Fig. 1: run 1, gate families picked out
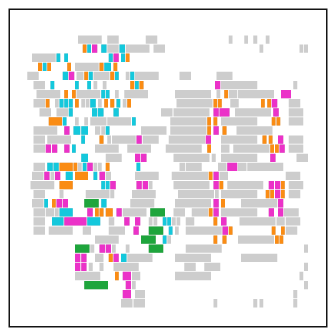
Fig. 2: run 1, sizing map
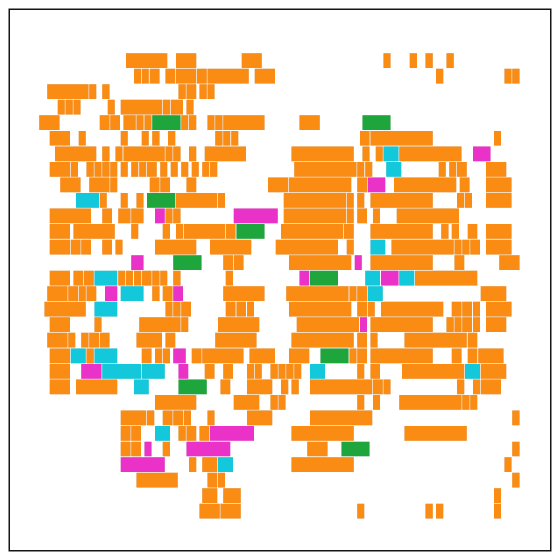
Fig. 3: run 1, cell classes on the final placement
The bar under the picture is 20 µm long. Fill, decap, tap and diode cells in grey.
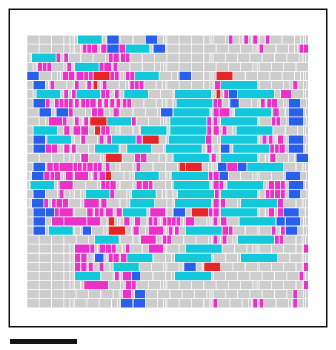
## config.mk

```make
export PLATFORM = sky130hd
export DESIGN_NAME = fifo_rd_stream
export DESIGN_NICKNAME = d
export VERILOG_FILES = /design/src/rtl/fifo_rd_pkg.sv /design/src/rtl/fifo_rd_lfsr.sv /design/src/rtl/fifo_rd_stream.sv
export SDC_FILE = /design/constraint.sdc
export NUM_CORES = 1
export LEC_CHECK = 0
export ABC_AREA = 1
export CAP_MARGIN = 15
export CELL_PAD_IN_SITES_DETAIL_PLACEMENT = 0
export CELL_PAD_IN_SITES_GLOBAL_PLACEMENT = 1
export CORE_MARGIN = 5
export CORE_UTILIZATION = 38
export DETAILED_ROUTE_END_ITERATION = 12
export PLACE_DENSITY = 0.87
export SLEW_MARGIN = 5
export SYNTH_ARGS = -nofsm -noshare
export SYNTH_HDL_FRONTEND = slang
export SYNTH_SLANG_ARGS = --single-unit
```

## constraint.sdc

```tcl
create_clock -name rd_clk -period 2.22 [get_ports rd_clk]
set_clock_uncertainty 0.2 [all_clocks]
set_input_delay 0.333 -clock rd_clk [delete_from_list [all_inputs] [get_ports rd_clk]]
set_output_delay 0.333 -clock rd_clk [all_outputs]
set_load 0.01 [all_outputs]
```

## src/rtl/fifo_rd_pkg.sv

```systemverilog
// Shared definitions for the async FIFO read-side stream adapter.
// Holds the Galois LFSR tap table and step function used by the optional
// sequence checker (FIFO_RD_SEQ_CHECK_EN) and by the write-side generator.
package fifo_rd_pkg;

    // Maximal-length Galois LFSR taps, one constant per supported width.
    localparam logic [7:0]  LFSR_TAPS_8  = 8'hB8;
    localparam logic [15:0] LFSR_TAPS_16 = 16'hB400;
    localparam logic [31:0] LFSR_TAPS_32 = 32'h80200003;

    // Tap mask for a given width, zero-extended to 32 bits; 0 marks an unsupported width.
    function automatic logic [31:0] lfsr_taps(input int width);
        case (width)
            8:       return {24'h0, LFSR_TAPS_8};
            16:      return {16'h0, LFSR_TAPS_16};
            32:      return LFSR_TAPS_32;
            default: return 32'h0;
        endcase
    endfunction

    // One Galois step: shift right, fold the taps in when the bit shifted out is 1.
    // Operands are zero-extended, so narrower LFSRs work unchanged in the low bits.
    function automatic logic [31:0] lfsr_next(input logic [31:0] value, input logic [31:0] taps);
        return (value >> 1) ^ (value[0] ? taps : 32'h0);
    endfunction

    // An all-zero seed would lock the LFSR at zero forever.
    function automatic bit lfsr_seed_ok(input logic [31:0] seed);
        return seed != 32'h0;
    endfunction

endpackage

```

## src/rtl/fifo_rd_lfsr.sv

```systemverilog
// Galois LFSR with synchronous seed load and an advance enable.
// Used as the expected-sequence source of the read-side checker and as the
// pattern source of the matching write-side generator.
module fifo_rd_lfsr
    import fifo_rd_pkg::*;
#(
    parameter int               WIDTH = 8,
    parameter logic [WIDTH-1:0] SEED  = '1
) (
    input  logic             clk,
    input  logic             rst,
    input  logic             advance,
    output logic [WIDTH-1:0] value
);

    localparam logic [31:0] TAPS = lfsr_taps(WIDTH);

    // Seed on reset, otherwise step once per advance request.
    always_ff @(posedge clk) begin
        if (rst) begin
            value <= SEED;
        end else if (advance) begin
            value <= WIDTH'(lfsr_next(32'(value), TAPS));
        end
    end

endmodule

```

## src/rtl/fifo_rd_stream.sv

```systemverilog
// Read-side consumer of the async FIFO: issues rd_en, captures Data_out one
// cycle later into a small ring buffer, and presents it as a valid/ready
// stream. The buffer reserves a slot for every outstanding read, so
// backpressure never drops or duplicates a word.
// Optional feature: define FIFO_RD_SEQ_CHECK_EN to compare each captured word
// against an LFSR sequence (seq_err / err_count); otherwise both are tied to 0.
module fifo_rd_stream
    import fifo_rd_pkg::*;
#(
    parameter int                   DATA_BITS = 8,
    parameter int                   BUF_DEPTH = 4,
    parameter int                   CNT_BITS  = 16,
    parameter logic [DATA_BITS-1:0] LFSR_SEED = DATA_BITS'(8'h5A)
) (
    input  logic                 rd_clk,
    input  logic                 rd_rst,
    input  logic                 empty,
    output logic                 rd_en,
    input  logic [DATA_BITS-1:0] Data_out,
    output logic [DATA_BITS-1:0] m_data,
    output logic                 m_valid,
    input  logic                 m_ready,
    output logic [CNT_BITS-1:0]  words_rcvd,
    output logic                 seq_err,
    output logic [CNT_BITS-1:0]  err_count
);

    localparam int                PTR_BITS  = $clog2(BUF_DEPTH);
    localparam logic [PTR_BITS:0] DEPTH_VAL = (PTR_BITS + 1)'(BUF_DEPTH);

    logic [DATA_BITS-1:0] buffer [BUF_DEPTH];
    logic [PTR_BITS-1:0]  wr_ptr;
    logic [PTR_BITS-1:0]  rd_ptr;
    logic [PTR_BITS:0]    count;
    logic [PTR_BITS:0]    occupancy;
    logic                 inflight;
    logic                 pop;

    // A zero seed is unusable; this empty block flags such a build in the hierarchy.
    if (!lfsr_seed_ok(32'(LFSR_SEED))) begin : g_zero_lfsr_seed_unsupported
    end

    // Entries already held plus the one whose data arrives this cycle.
    assign occupancy = count + {{PTR_BITS{1'b0}}, inflight};

    // Request only when a slot is guaranteed for the returning word; no m_ready path.
    assign rd_en   = !empty && !rd_rst && (occupancy < DEPTH_VAL);
    assign m_valid = (count != '0);
    assign pop     = m_valid && m_ready;
    // Gated so the stream shows zeros while the buffer is empty (including after reset).
    assign m_data  = m_valid ? buffer[rd_ptr] : '0;

    // Capture returning FIFO data into the ring buffer.
    // NOTE: the storage array is deliberately not reset; pointers and count
    // define which entries are live, so stale contents are never observed.
    always_ff @(posedge rd_clk) begin
        if (inflight) begin
            buffer[wr_ptr] <= Data_out;
        end
    end

    // Track the outstanding read, ring pointers, fill level and delivered-word count.
    always_ff @(posedge rd_clk) begin
        if (rd_rst) begin
            inflight   <= 1'b0;
            wr_ptr     <= '0;
            rd_ptr     <= '0;
            count      <= '0;
            words_rcvd <= '0;
        end else begin
            inflight <= rd_en;
            if (inflight) begin
                wr_ptr <= wr_ptr + PTR_BITS'(1);
            end
            if (pop) begin
                rd_ptr     <= rd_ptr + PTR_BITS'(1);
                words_rcvd <= words_rcvd + CNT_BITS'(1);
            end
            case ({inflight, pop})
                2'b10:   count <= count + (PTR_BITS + 1)'(1);
                2'b01:   count <= count - (PTR_BITS + 1)'(1);
                default: count <= count;
            endcase
        end
    end

`ifdef FIFO_RD_SEQ_CHECK_EN
    logic [DATA_BITS-1:0] expected;
    logic                 mismatch;

    fifo_rd_lfsr #(
        .WIDTH (DATA_BITS),
        .SEED  (LFSR_SEED)
    ) u_lfsr (
        .clk     (rd_clk),
        .rst     (rd_rst),
        .advance (inflight),
        .value   (expected)
    );

    assign mismatch = inflight && (Data_out != expected);

    // Flag a mismatching capture for one cycle and keep a saturating tally.
    always_ff @(posedge rd_clk) begin
        if (rd_rst) begin
            seq_err   <= 1'b0;
            err_count <= '0;
        end else begin
            seq_err <= mismatch;
            if (mismatch && (err_count != '1)) begin
                err_count <= err_count + CNT_BITS'(1);
            end
        end
    end
`else
    assign seq_err   = 1'b0;
    assign err_count = '0;
`endif

endmodule
```

==> flow_metrics.env, run 1 <==
# yosys + openroad results
export IMPL_syn_inst=301
export IMPL_wl_per_cell_um=11.9
export IMPL_grt_first_pass_wirelength_um=8560
export IMPL_cts_sinks=58
export IMPL_die_w_um=94.5
export IMPL_dpl_hpwl_um=3740
export IMPL_grt_max_degree=23
export IMPL_io_pins=55
export IMPL_die_h_um=94.5
export IMPL_netlist_area_um2=2720
export IMPL_io_buffers=37
export IMPL_drtIter0Drc=49
export IMPL_via_count=2020
export IMPL_dr_pass1_iters=4
export IMPL_path_max_fanout=7
export IMPL_ys_async_sr_fraction=0
export IMPL_worst_path_buf_inv=3
export IMPL_layout_min_cycle_time_ps=2080
export IMPL_power_density_nw_per_um2=885
export IMPL_postRouteAntennaNets=0
export IMPL_worstPathRequired_ps=1690
export IMPL_tritoncts="done"
export IMPL_maxCapViolCount=0
export IMPL_antenna_found_initial=0
export IMPL_drc=0
export IMPL_critical_path_class="reg -> out"
export IMPL_outcome="finished clean"
export IMPL_cts_max_path_buffers=2
export IMPL_end_kind="output pin"
export IMPL_worst_slack_ps=145
export IMPL_top_area_frac=0.354
export IMPL_cp_slowest_cell="dfxtp_1"
export IMPL_warnings=30
export IMPL_ys_warn_count=0
export IMPL_reg2reg_from="count[0]"
export IMPL_critPathLaunchType="flip-flop"
export IMPL_numCtsBuffers=9
export IMPL_areaGrowthSynthToFinish_pct=24.3
export IMPL_timing_fmax_mhz=482
export IMPL_timing_final_crit_share=0.935
export IMPL_wl_um=5380
export IMPL_synth_top_cell_by_area="edfxtp_1"
export IMPL_finalMaxSlewViolations=0
export IMPL_path_cells="nor2_2 > nand2_4 > clkinvlp_4 > buf_4 > a21oi_2 > dlymetal6s2s_1"
export IMPL_drive_gt1_frac=0.129
export IMPL_synth_cell_types=26
export IMPL_cp_top_family="buffers and inverters"
export IMPL_nets=372
export IMPL_ys_seq_frac=0.546
export IMPL_hold_buffers=0
export IMPL_edf_count=32
export IMPL_grt_pass1_vias=1875
export IMPL_ys_area_um2=2720
export IMPL_crit_start="count[0]"
export IMPL_clkTransAtPathRegs_ps=60
export IMPL_grt_overflow=0
export IMPL_diodes=0
export IMPL_ys_cells=301
export IMPL_fp_util=0.395
export IMPL_top_cell="nor2_1"
export IMPL_grt_use_total=0.125
export IMPL_min_delay_start="rd_ptr[1]"
export IMPL_finalHoldViolCount=0
export IMPL_rsz0062_at_grt="no"
export IMPL_fillers=662
export IMPL_crit_arrival_ps=1540
export IMPL_hold_path_class="reg -> reg"
export IMPL_die_area_um2=8940
export IMPL_clk_latency_ps=330
export IMPL_htree_levels=3
export IMPL_cpPeakStageDelay_ps=370
export IMPL_finalSetupViolCount=0
export IMPL_numSynthFlops=58
export IMPL_flop_cell="edfxtp_1"
export IMPL_gp_routability_congestion=0.778
export IMPL_ir_worst_vdd_v=0.000550
export IMPL_post_place_ws_ps=-129
export IMPL_area_leaders="edfxtp_1 35%, dfxtp_1 19%, nor2_1 8.0%, o21ai_0 5.7%, nand2_1 4.8%"
export IMPL_vias_per_cell=4.46
export IMPL_p_leak_uw=0.00139
export IMPL_cts_root_buf="clkbuf_8"
export IMPL_common_cells="58 x nor2_1, 35 x nand2_1, 33 x inv_1"
export IMPL_syn_avg_cell_area_um2=9.02
About Fig. 1:
cyan -> NAND gates  # cells 54
orange -> NOR gates  # cells 63
magenta -> inverting AOI/OAI gates  # cells 59
green -> adder and majority cells  # cells 7, where bottom centre

About Fig. 2:
green -> drive 6 and up  # cells 9, share 2.5%, most used clkbuf_8
cyan -> drive 3 to 4  # cells 19, share 5.3%, most used buf_4
orange -> drive 1 or less  # cells 311, share 87%, most used nor2_1
magenta -> drive 2  # cells 18, share 5.0%

About Fig. 3:
cyan -> flops  # cells 58
magenta -> all other logic  # cells 236
blue -> other buffers and delay cells  # cells 48
red -> clock drivers and dummy loads  # cells 15
row cnt: 30
core area: 6870 µm²
flop share of the area: 0.440
Final Util: 0.491

run 1: tightest hold or removal path, cell delays in order, from the launching register on:
cell     delay (ps)
dfxtp_1         300
inv_1            50
a21oi_1          60
run 1: layer usage:
layer | vias to the layer above | global-route usage | wire [µm]
met1 | 904 | 0.157 | 2470
met5 | - | 0 | 0
li1 | 1052 | - | -
met4 | 0 | 0.0469 | 77
met2 | 53 | 0.200 | 2510
met3 | 11 | 0.0398 | 320
run 1: power breakdown:
group | switching [µW] | internal (µW)
Clock | 384 | 391
Combinational | 517 | 420
Sequential | 60.9 | 1220
Total | 962 | 2030
run 1: cell usage in the layout (no fill, tap or decap):
cell              n
dlygate4sd2_1     1
nor2_4            4
a21oi_2           3
nand4_1           3
dlymetal6s2s_1    8
fa_1              1
clkbuf_8          9
dfxtp_1          22
edfxtp_1         32
a211oi_1          2
dfxtp_2           4
inv_1            31
o21ai_0          31
clkbuf_1          2
clkinv_2          4
a21oi_1          22
inv_2             3
nand2_2           2
clkinvlp_4        1
nand3_1          11
ha_1              6
and2_1            1
buf_4            11
clkdlybuf4s50_1  28
nand2_4           2
a21boi_4          1
conb_1           17
nand3_2           1
nand2_1          35
nor2_1           58
nor2_2            1
run 1: per-stage QoR:
step	hold slack, ps	cells	instance area (µm²)	setup TNS, ps	power, µW
6_report	260	453	3370	0	2990
5_1_grt	290	453	3370	0	3180
2_1_floorplan	205	317	2780	0	1790
3_5_place_dp	254	435	3160	-129	2160
3_3_place_gp	248	435	3160	-101	2140
4_1_cts	265	450	3310	-1520	2940
run 1: layout make-up:
type / count / area [µm²] / share of cell area
timing repair buffer: 48 / 472 / 0.140
sequential: 58 / 1490 / 0.440
clock buffer: 11 / 131 / 0.0389
tap: 96 / 120 / 0.0356
multi-input combinational: 201 / 1010 / 0.299
inverter: 35 / 135 / 0.0400
clock inverter: 4 / 20.0 / 0.00593
run 1: flip-flops by register name, summed over array words and instances (netlist names), named ones only:
register    cells
buffer         32
count           3
inflight        1
rd_ptr          2
words_rcvd     16
wr_ptr          2
run 1: path summary, 6_finish.rpt:
check | cells after the start | slack, ps | end
max reg2reg | 9 | 290 | count[2]
min reg2reg | 2 | 260 | rd_ptr[1]
min | 2 | 260 | rd_ptr[1]
max | 6 | 140 | m_data[7]
run 1: cell families after synthesis:
group	share of synthesized area
compound gates	0.116
simple gates	0.194
flops	0.546
buf+inv	0.109
other cells	0.00138
fa+ha+maj	0.0350
run 1: repair_timing:
action | 4_1_cts | 5_1_grt
setup endpoints to repair | 9 | 8
gates cloned | 0 | 0
resized | 2 | 16
setup buffers | 0 | 3
Fig. 4: run 1, the metal 2 layer
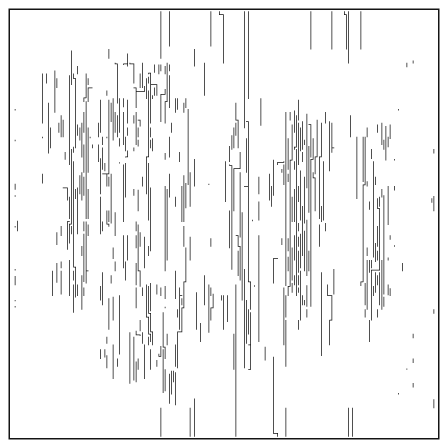

## Run 2: what changed since run 1
--- a/config.mk
+++ b/config.mk
@@ -9,7 +9,6 @@
 export CAP_MARGIN = 15
 export CELL_PAD_IN_SITES_DETAIL_PLACEMENT = 0
 export CELL_PAD_IN_SITES_GLOBAL_PLACEMENT = 1
-export CORE_MARGIN = 5
 export CORE_UTILIZATION = 38
 export DETAILED_ROUTE_END_ITERATION = 12
 export PLACE_DENSITY = 0.87
Fig. 5: run 2, the metal 2 layer
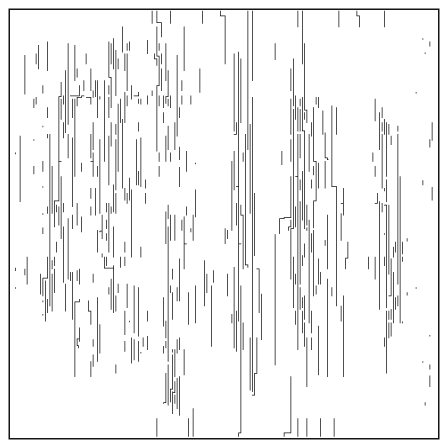
wire length on this layer = 2430 µm
longest straight run = 59.5 µm
main direction = vertical
share of all routed wire = 49%
nets with wire on the layer = 277

==> flow_metrics.env, run 2 <==
# yosys + openroad results
export IMPL_row_count=30
export IMPL_ir_worst_vdd_v=0.000546
export IMPL_diodes=0
export IMPL_final_cell_mix="58 x nor2_1, 35 x nand2_1, 32 x inv_1, 32 x edfxtp_1, 31 x o21ai_0"
export IMPL_finalHoldViolCount=0
export IMPL_synth_top_cell_by_area="edfxtp_1"
export IMPL_numCtsBuffers=9
export IMPL_cts_max_path_buffers=2
export IMPL_common_cells="58 x nor2_1, 35 x nand2_1, 33 x inv_1"
export IMPL_worstPathRequired_ps=1690
export IMPL_top_area_frac=0.354
export IMPL_ys_warn_count=0
export IMPL_dr_pass1_iters=4
export IMPL_io_buffers=37
export IMPL_drc=0
export IMPL_io_pins=55
export IMPL_clk_latency_ps=330
export IMPL_die_w_um=86.5
export IMPL_cts_sinks=58
export IMPL_ys_seq_frac=0.546
export IMPL_flop_cell="edfxtp_1"
export IMPL_fp_util=0.397
export IMPL_rr_worst_depth=9
export IMPL_power_density_nw_per_um2=988
export IMPL_cts_root_buf="clkbuf_8"
export IMPL_clkTransAtPathRegs_ps=60
export IMPL_warnings=29
export IMPL_tritoncts="done"
export IMPL_nets=370
export IMPL_hold_buffers=0
export IMPL_crit_arrival_ps=1600
export IMPL_syn_avg_cell_area_um2=9.02
export IMPL_core_um2=6830
export IMPL_lay_top_count="nor2_1"
export IMPL_synth_cell_types=26
export IMPL_fin_cells=452
export IMPL_p_leak_uw=0.00133
export IMPL_hold_path_class="reg -> reg"
export IMPL_syn_inst=301
export IMPL_die_area_um2=7490
export IMPL_finalPower_uw=3390
export IMPL_die_h_um=86.5
export IMPL_wl_per_cell_um=11.1
export IMPL_path_max_fanout=6
export IMPL_grt_overflow=0
export IMPL_via_count=2005
export IMPL_critical_path_class="reg -> out"
export IMPL_drtIter0Drc=58
export IMPL_ys_cells=301
export IMPL_grt_pass1_vias=1864
export IMPL_finalSetupViolCount=0
export IMPL_regMostFlops="buffer"
export IMPL_area_leaders="edfxtp_1 35%, dfxtp_1 19%, nor2_1 8.0%, o21ai_0 5.7%, nand2_1 4.8%"
export IMPL_maxCapViolCount=0
export IMPL_crit_end="m_data[6]"
export IMPL_postRouteAntennaNets=0
export IMPL_place_inst=434
export IMPL_netlist_area_um2=2720
export IMPL_largest_reg_flops=32
export IMPL_dpl_hpwl_um=3410
export IMPL_top_cell="nor2_1"
export IMPL_finalMaxSlewViolations=0
export IMPL_top_regs="buffer (32), words_rcvd (16), count (3)"
export IMPL_wl_um=5000
export IMPL_antenna_found_initial=0
export IMPL_grt_first_pass_wirelength_um=8410
export IMPL_grt_use_total=0.149
export IMPL_end_kind="output pin"
export IMPL_ys_area_um2=2720
export IMPL_whs_path_depth=1
export IMPL_grt_max_degree=23
export IMPL_reg2reg_from="count[2]"
export IMPL_rsz0062_at_grt="no"
export IMPL_outcome="finished clean"
export IMPL_edf_count=32
export IMPL_numSynthFlops=58
export IMPL_critPathLaunchType="flip-flop"
export IMPL_timing_final_crit_share=0.961
export IMPL_gp_routability_congestion=0.776
export IMPL_r2r_end="count[2]"
export IMPL_vias_per_cell=4.44
export IMPL_htree_levels=3
export IMPL_layout_min_cycle_time_ps=2130
export IMPL_crit_start="count[2]"
export IMPL_r2r_slack_ps=290
export IMPL_dpl_cell_area_um2=3150
export IMPL_drive_gt1_frac=0.126
export IMPL_ys_async_sr_fraction=0
export IMPL_timing_fmax_mhz=469
Fig. 6: run 2, sizing map
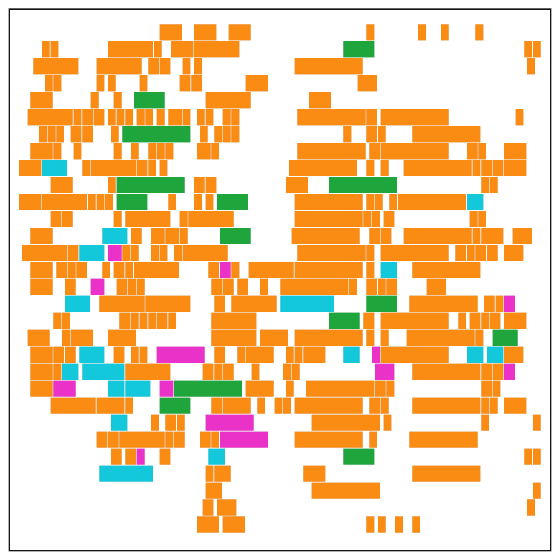
final instance area: 3430 µm²
Setup WS post-layout: 87.3 ps
Area Growth Syn to Fin: 26.4%
layout buffer count excluding clock buffers: 46

run 2: worst min path at each step:
| stage | start | slack, ps | endpoint |
|---|---|---|---|
| 2_1_floorplan | rd_rst | 210 | count[1] |
| 6_report | count[2] | 260 | inflight |
| 3_3_place_gp | rd_ptr[1] | 250 | rd_ptr[1] |
| 5_1_grt | count[2] | 290 | inflight |
| 4_1_cts | rd_ptr[1] | 270 | rd_ptr[1] |
| 3_5_place_dp | rd_ptr[1] | 260 | rd_ptr[1] |
run 2: kinds of logic (layout without fill, tap and decap cells):
logic type                 count (synthesis)  after routing  share of synthesized area
AOI/OAI and AO/OA                         59             59                      0.116
adders and majority gates                  7              7                     0.0350
buffers and inverters                     58             97                      0.109
DFF                                       58             58                      0.546
other                                      1             17                    0.00138
and+or+nand+nor                          118            118                      0.194
run 2: where the power goes:
part	internal [µW]	switching, µW
Sequential	1220	74.0
Clock	854	402
Combinational	361	480
run 2: timing repair:
item | CTS | global route
buffers inserted | 2 | 0
gates resized | 24 | 2
pin swaps | 0 | 0
endpoints found under the setup margin | 9 | 3
run 2: final cells by class:
cell class / count / area, µm²
inverter: 35 / 135
clock inverter: 6 / 129
timing repair buffer: 46 / 424
multi-input combinational: 201 / 1000
sequential: 58 / 1490
tap: 96 / 120
fill: 652 / 3400
clock buffer: 10 / 128
run 2: critical path, stage by stage (launching register included):
cell,delay [ps]
dfxtp_4,360
inv_2,70
nand2_4,120
clkinvlp_4,190
buf_6,160
buf_4,120
a21oi_1,100
buf_2,140
run 2: routing by layer:
metal	vias up	track usage	wire length [µm]
met3	5	0.0419	251
li1	1053	-	-
met5	-	0	0
met4	0	0.0682	45
met1	898	0.179	2280
met2	49	0.250	2430
run 2: per-stage QoR:
stage | setup WS (ps) | TNS, ps | hold WS (ps) | util
2_1_floorplan | 240 | 0 | 205 | -
3_3_place_gp | -95.5 | -95.5 | 250 | 0.462
3_5_place_dp | -117 | -124 | 257 | 0.462
4_1_cts | 31.9 | 0 | 269 | 0.502
5_1_grt | 1.16 | 0 | 289 | 0.502
6_report | 87.3 | 0 | 261 | 0.502
Fig. 7: run 2, gate families picked out
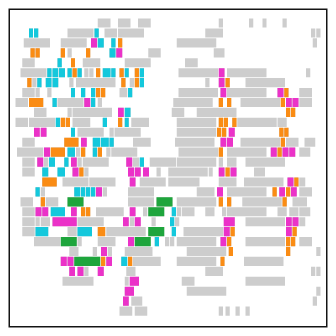

## Run 3: what changed since run 2
--- a/config.mk
+++ b/config.mk
@@ -11,8 +11,9 @@
 export CELL_PAD_IN_SITES_GLOBAL_PLACEMENT = 1
 export CORE_UTILIZATION = 38
 export DETAILED_ROUTE_END_ITERATION = 12
+export GPL_TIMING_DRIVEN = 0
 export PLACE_DENSITY = 0.87
-export SLEW_MARGIN = 5
+export SLEW_MARGIN = 30
 export SYNTH_ARGS = -nofsm -noshare
 export SYNTH_HDL_FRONTEND = slang
 export SYNTH_SLANG_ARGS = --single-unit
Fig. 8: run 3, gate families picked out
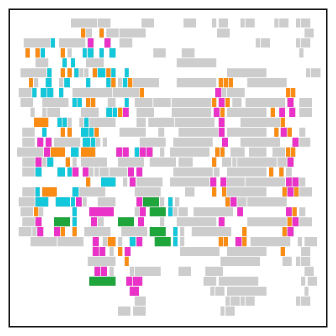
cyan -> NAND gates  # cells 54
green -> adder and majority cells  # cells 7
magenta -> inverting AOI/OAI gates  # cells 59
orange -> NOR gates  # cells 63

==> flow_metrics.env, run 3 <==
# yosys + openroad results
export IMPL_vias_per_cell=4.40
export IMPL_syn_avg_cell_area_um2=9.02
export IMPL_die_area_um2=7490
export IMPL_maxCapViolCount=0
export IMPL_finalPower_uw=3050
export IMPL_io_buffers=37
export IMPL_common_cells="58 x nor2_1, 35 x nand2_1, 33 x inv_1"
export IMPL_power_density_nw_per_um2=871
export IMPL_cts_max_path_buffers=2
export IMPL_netlist_area_um2=2720
export IMPL_cp_slowest_cell="dfxtp_1"
export IMPL_p_leak_uw=0.00139
export IMPL_post_place_ws_ps=-457
export IMPL_cts_sinks=58
export IMPL_critPathLaunchType="flip-flop"
export IMPL_crit_end="m_data[3]"
export IMPL_dpl_cell_area_um2=3270
export IMPL_drtIter0Drc=102
export IMPL_postRouteAntennaNets=0
export IMPL_row_count=30
export IMPL_largest_reg_flops=32
export IMPL_critical_path_class="reg -> out"
export IMPL_final_setup_tns_ps=0
export IMPL_wl_um=5220
export IMPL_gp_routability_congestion=0.771
export IMPL_htree_levels=3
export IMPL_path_cells="buf_6 > clkinvlp_4 > buf_4 > nor2_1 > o21ai_0 > a21oi_1 > dlygate4sd2_1"
export IMPL_ys_area_um2=2720
export IMPL_ys_warn_count=0
export IMPL_grt_first_pass_wirelength_um=8800
export IMPL_wl_per_cell_um=11.1
export IMPL_ir_worst_vdd_v=0.000499
export IMPL_top_cell="nor2_1"
export IMPL_die_h_um=86.5
export IMPL_grt_util_met1=0.179
export IMPL_dr_pass1_iters=4
export IMPL_synth_cell_types=26
export IMPL_via_count=2073
export IMPL_clkTransAtPathRegs_ps=70
export IMPL_r2r_end="count[2]"
export IMPL_grt_max_degree=11
export IMPL_timing_final_crit_share=0.962
export IMPL_r2r_slack_ps=200
export IMPL_timing_fmax_mhz=468
export IMPL_crit_arrival_ps=1600
export IMPL_dpl_hpwl_um=3650
export IMPL_final_cell_mix="58 x nor2_1, 35 x nand2_1, 32 x edfxtp_1"
export IMPL_grt_pass1_vias=1974
export IMPL_synth_top_cell_by_area="edfxtp_1"
export IMPL_path_max_fanout=5
export IMPL_numSynthFlops=58
export IMPL_antenna_found_initial=0
export IMPL_worst_slack_ps=84.2
export IMPL_core_um2=6830
export IMPL_diodes=0
export IMPL_busiest_layer="met2"
export IMPL_lay_top_count="nor2_1"
export IMPL_top_regs="buffer (32), words_rcvd (16), count (3)"
export IMPL_rsz0062_at_grt="no"
export IMPL_grt_use_total=0.153
export IMPL_outcome="finished clean"
export IMPL_clk_latency_ps=330
export IMPL_cts_root_buf="clkbuf_8"
export IMPL_ys_async_sr_fraction=0
export IMPL_rr_worst_depth=9
export IMPL_ys_seq_frac=0.546
export IMPL_end_kind="output pin"
export IMPL_drc=0
export IMPL_tritoncts="done"
export IMPL_flop_cell="edfxtp_1"
export IMPL_finalMaxSlewViolations=0
export IMPL_nets=389
export IMPL_top_area_frac=0.354
export IMPL_worstPathRequired_ps=1690
export IMPL_met3_usage=0.0324
export IMPL_numCtsBuffers=9
export IMPL_area_leaders="edfxtp_1 35%, dfxtp_1 19%, nor2_1 8.0%, o21ai_0 5.7%, nand2_1 4.8%"
export IMPL_hold_path_class="in -> reg"
export IMPL_edf_count=32
export IMPL_finalHoldViolCount=0
export IMPL_ys_cells=301
export IMPL_layout_core_utilization=0.513
export IMPL_io_pins=55
export IMPL_drive_gt1_frac=0.168
export IMPL_warnings=30
export IMPL_finalSetupViolCount=0
export IMPL_hold_buffers=0
export IMPL_cpPeakStageDelay_ps=320
export IMPL_regMostFlops="buffer"
export IMPL_layout_min_cycle_time_ps=2140
export IMPL_syn_inst=301
export IMPL_reg2reg_from="count[1]"
export IMPL_fp_util=0.397
export IMPL_grt_use_met2=0.271
export IMPL_grt_overflow=0
export IMPL_die_w_um=86.5
Fig. 9: run 3, sizing map
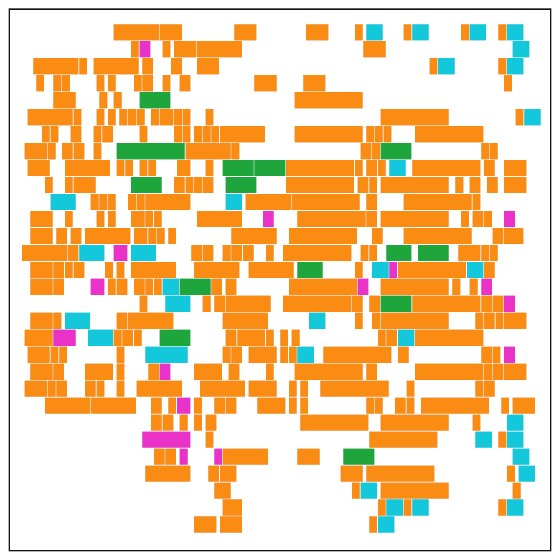
cyan -> drive 3 to 4  # cells 33, share 8.8%, most used buf_4
magenta -> drive 2  # cells 16, share 4.3%, most used clkinv_2
orange -> drive 1 or less  # cells 312, share 83%, most used nor2_1
green -> drive 6 and up  # cells 14, share 3.7%, most used clkbuf_8
layout buffer count excluding clock buffers: 65
final instance area: 3500 µm²
Area Growth Syn to Fin: 29.0%

==> run 3: report_power, final <==
group          leakage (µW)  internal [µW]  total, µW  switching (µW)
sequential         0.000502           1210       1260            51.9
combinational      0.000794            360        872             512
clock             0.0000958            510        916             406
==> run 3: kinds of logic (layout without fill, tap and decap cells) <==
kind of cell / Yosys count / after routing / synth area share
simple gates: 118 / 118 / 0.194
other cells: 1 / 17 / 0.00138
compound gates: 59 / 59 / 0.116
flops: 58 / 58 / 0.546
fa+ha+maj: 7 / 7 / 0.0350
buf+inv: 58 / 116 / 0.109
==> run 3: worst min path at each step <==
stage / startpoint / endpoint / cells after the start
2_1_floorplan: rd_rst / count[1] / 1
3_3_place_gp: rd_ptr[1] / rd_ptr[1] / 2
3_5_place_dp: rd_ptr[1] / rd_ptr[1] / 2
4_1_cts: rd_ptr[1] / rd_ptr[1] / 2
5_1_grt: m_ready / words_rcvd[0] / 3
6_report: m_ready / words_rcvd[0] / 3
==> run 3: final cells by class <==
class                   count  area [µm²]
clock inverters             6        57.6
clock buffers              10         128
plain buffers              23         189
multi-input cells         201         998
well taps                  96         120
fillers                   656        3330
repair buffers             42         388
inverters                  35         139
flip-flops and latches     58        1480
==> run 3: worst max-delay path, delay by kind of cell (launching register included) <==
family	cells	cell delay (ps)
DFF	1	320
AOI/OAI and AO/OA	2	190
buffers and inverters	4	670
and+or+nand+nor	1	90
==> run 3: layer usage <==
metal / part of all wire / up-vias
met5: 0 / -
met3: 0.052 / 9
met1: 0.44 / 924
met2: 0.49 / 46
met4: 0.018 / 0
li1: - / 1094
==> run 3: per-stage QoR <==
stage                     instances  hold slack, ps
after floorplan                 317             205
after global placement          450             252
after detailed placement        450             258
after CTS                       470             270
after global routing            471             254
final                           471             235
==> run 3: timing repair <==
action / CTS / global route
resized: 25 / 10
setup buffers: 4 / 1
pin swaps: 1 / 1
endpoints found under the setup margin: 10 / 8
Power is estimated from default activity; no workload was simulated.
